==> run_1/closeup.png <==
Scale bar: 10 um. Window x 26 to 56, y 26 to 56 um. Cells in gray, sequential cells in the stronger gray; small squares are vias.
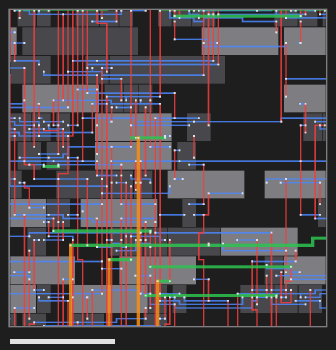
==> run_1/m1.png <==
Supply wires on this layer in gray.
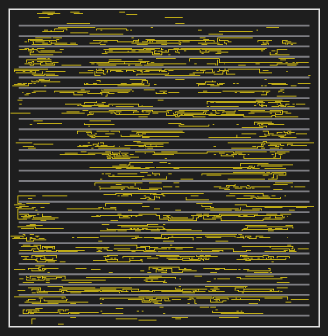
==> run_1/layers.png <==
Two of the layers only.
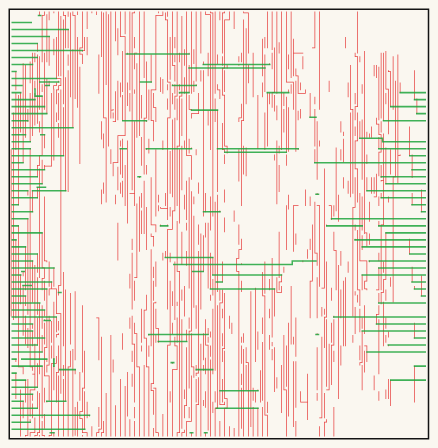
==> config.mk <==
export PLATFORM = sky130hd
export DESIGN_NAME = imem_fetch_arbiter
export DESIGN_NICKNAME = d
export VERILOG_FILES = /design/src/rtl/imem_fetch_arbiter_pkg.sv /design/src/rtl/imem_fetch_arbiter_rr_arbiter2.sv /design/src/rtl/imem_fetch_arbiter.sv
export SDC_FILE = /design/constraint.sdc
export NUM_CORES = 1
export LEC_CHECK = 0
export CORE_AREA = 2 2 79 81
export DETAILED_ROUTE_END_ITERATION = 10
export DIE_AREA = 0 0 81 83
export DONT_BUFFER_PORTS = 1
export PLACE_DENSITY_LB_ADDON = 0.12
export SLEW_MARGIN = 10
export SYNTH_ARGS = -nofsm -noshare
export SYNTH_HDL_FRONTEND = slang
export SYNTH_SLANG_ARGS = --single-unit
==> constraint.sdc <==
create_clock -name clk -period 2.3 [get_ports clk]
set_input_delay 0.575 -clock clk [delete_from_list [all_inputs] [get_ports clk]]
set_output_delay 0.575 -clock clk [all_outputs]
set_load 0.01 [all_outputs]
==> flow_summary.toml <==
# yosys + openroad results
[cts]
clkSinkCount = 69
cts_root_buffer = "sky130_fd_sc_hd__clkbuf_8"
cts.repair_timing.setup_buffer_count = 0
post_cts.resized_instances = 0
htree_levels = 3
cts_inserted_buffers = 9
cts_hold_repair.buffers = 0
max-clock-path-buffers = 2
clk_pin_slew_ns = 0.07
tritoncts = "done"
clkLatencyLatePin_ns = 0.34

[synthesis]
synth-edff-count = 0
synth.distinct_cells = 22
yosys.area.top_type = "sky130_fd_sc_hd__dfxtp_1"
seq_area_frac_synth_pct = 44.5
post_synthesis_cell_type_with_the_largest_instance_count = "sky130_fd_sc_hd__dfxtp_1"
ys_seq_elements = 69
area_leaders = "sky130_fd_sc_hd__dfxtp_1 45%, sky130_fd_sc_hd__nand4_1 12%, sky130_fd_sc_hd__a21oi_1 9.7%"
ys_warn_count = 0
post_synth_area_from_yosys_stat_sq_mm = 0.00310
postSynth.asyncResetShare_pct = 0
gate_count_post_synth = 364
synth.top_cells.by_count = "69 x sky130_fd_sc_hd__dfxtp_1, 60 x sky130_fd_sc_hd__a21oi_1, 60 x sky130_fd_sc_hd__nand2_1"
yosys_cell_count = 364
mappedNetlistArea_sq_mm = 0.00310
flop_cell = "sky130_fd_sc_hd__dfxtp_1"
synthesis.area_per_instance_sq_um = 8.52
synthesis.nets = 464

[critical_path]
cp_data_required_time_ns = 1.73
critical_path.cell_chain = "nand2_1 -> nand2_1 -> nor2_2 -> buf_12 -> a22o_2"
crit_path_frequent_cell = "sky130_fd_sc_hd__nand2_1"
worstPathMaxFanout = 33
timing.critical_path.max_delay_family = "flip-flops"
crit_path_max_delay_cell_type = "sky130_fd_sc_hd__dfxtp_1"
worst_setup_path_start_kind = "register"
worstPathArrival_ns = 1.54
cp_bufs_invs = 1
setup.worst_path.class = "register to output pin"
ff2ff_path_depth = 5
register_to_register_setup_slack_ns = 0.87
critPathMaxStageDelay_ns = 0.43
path_depth = 5
worstSetupEndpointType = "output pin"

[floorplan]
die_area_sq_mm = 0.00672
site_rows = 28
initial_utilization_pct = 53.4
pin_count = 203
fp.dieH_um = 83
core_area_sq_mm = 0.00582
die_outline_width_um = 81

[timing]
finalCritPeriodShare_pct = 92.0
period_needed_ns = 2.12
final-hold-violation-count = 0
setup_tns_ns = 0
worst_slew_margin_rel_pct = 74.9
slew_at_the_pin_closest_to_its_max_slew_limit_ns = 0.377
finalMaxSlewViolations = 0
maximum_operating_frequency_ghz = 0.472
finalSetupViolations = 0
timing.clock.skew_ns = 0.00486
grt_setup_unrepaired = "false"
hold-worst-slack_ns = 0.298

[global_routing]
grt_pass1_wl_um = 14400
grt_start_max_net_pins = 73
grt_pass1_vias = 2685
overflow = 0
grt_antenna_before_repair = 0

[drt]
drt.antenna.violating_nets = 0
dr_wl_met3_um = 833
number_of_iterations_in_the_first_detailed_routing_pass = 4
drc_errors = 0
highest-signal-layer = "met4"
drt_met1_wl_um = 3450
met2_routed_wirelength_um = 5100
drt-initial-drc-count = 186
vias_per_cell = 6.69

[pwr]
power.switching_fraction_pct = 23.4
power_switching_mw = 0.592
clkPwrFrac_pct = 44.1
cellPowerDensity_mw_per_mm2 = 759
ir_worst_vdd_mv = 0.342
power.share.sequential_pct = 48.3
internal_power_mw = 1.94
cellLeakagePower_nw = 1.06
combinationalPowerShare_pct = 7.6

[place]
port_buffers = 0
gp_congestion = 0.908
hpwlAfterDp_um = 6750
dp_cells = 414

[layout]
instances_no_fill = 430
drive_gt1_share_pct = 11.5
area.sequential_sq_mm = 0.00138
final_net_count = 450
nFillCells = 544
antenna-diode-count = 0
layout.core_utilization_pct = 57.3
combinational_cell_area_excluding_buffers_and_inverters_sq_mm = 0.00147
syn_to_final_growth_pct = 7.42

[run]
stage_log_warnings = 26
max_cap_violations = 0

[status]
outcome = "finished, final reports clean"

[worst_hold_path]
holdPathStages = 1
worstHoldPathType = "primary input to register"
Notes on closeup.png above:
Key: blue = M1; orange = M4; red = M2; green = M3
Most frequent: a21oi_1 (14), dfxtp_1 (14), nand4_1 (13). 58 logic cells have their middle in the window. Sequential cells in the window: 14.

Notes on m1.png above:
The wires run mostly horizontal. 417 nets have wire on it. The layer holds 35% of the routed length. The longest straight run is 24.4 um.
vias after detailed routing: 2,877
global-route met1 utilization: 30.8%
Final Routed Wirelength: 9760 um

Notes on layers.png above:
Key: red = M2 [wire length 5,100 um]; green = M3 [wire length 833 um]
wire length per cell: 22.7 um
GRT Resource Usage Total: 27.6%

run 1: kinds of logic (layout without fill, tap and decap cells):
family / after synthesis / after routing / share of synthesized area [%]
AOI/OAI and AO/OA: 101 / 101 / 20.9
DFF: 69 / 69 / 44.5
and+or+nand+nor: 155 / 155 / 26.2
buffers and inverters: 39 / 30 / 8.43
run 1: per-layer routing:
layer	up-vias	track usage [%]
met3	29	5.54
met2	176	47.9
met5	-	0
li1	1324	-
met4	0	15.3
met1	1348	30.8
run 1: placed cells by master (no fill, tap or decap), types with 6 or more instances in the layout:
master                     Yosys  final
sky130_fd_sc_hd__dfxtp_1      69     69
sky130_fd_sc_hd__nand2_1      60     60
sky130_fd_sc_hd__a21oi_1      60     59
sky130_fd_sc_hd__nand4_1      58     58
sky130_fd_sc_hd__a22o_1       31     31
sky130_fd_sc_hd__nor2_1       17     15
sky130_fd_sc_hd__clkbuf_8      0     11
sky130_fd_sc_hd__nor4_1        8      8
sky130_fd_sc_hd__buf_4         5      8
sky130_fd_sc_hd__a211oi_1      6      6
run 1: power by group through the flow:
stage	logic [mW]	registers (mW)	clock network, mW
final	0.192	1.22	1.12
after global routing	0.203	1.22	1.18
after CTS	0.190	1.22	1.12
after detailed placement	0.189	1.25	0
after global placement	0.186	1.25	0
after floorplan	0.172	1.25	0
run 1: worst reg2reg max path, delay by kind of cell (launching register included):
kind,cells,cell delay (ns)
buf+inv,1,0.38
flops,1,0.43
simple gates,3,0.32
compound gates,1,0.23
run 1: layout make-up:
class                   instances  area share (%)
flip-flops and latches         69            41.4
clock inverters                 4            2.10
clock buffers                  12            4.65
multi-input cells             256            44.1
repair buffers                 13            4.80
well taps                      75            2.82
inverters                       1           0.113
run 1: per-stage QoR:
stage | area (sq um) | worst slack, ns | power (mW)
after floorplan | 3100 | 0.218 | 1.42
after global placement | 3110 | 0.409 | 1.44
after detailed placement | 3110 | 0.398 | 1.44
after CTS | 3330 | 0.189 | 2.54
after global routing | 3330 | 0.0583 | 2.61
final | 3330 | 0.183 | 2.53
Power is estimated from default activity; no workload was simulated.
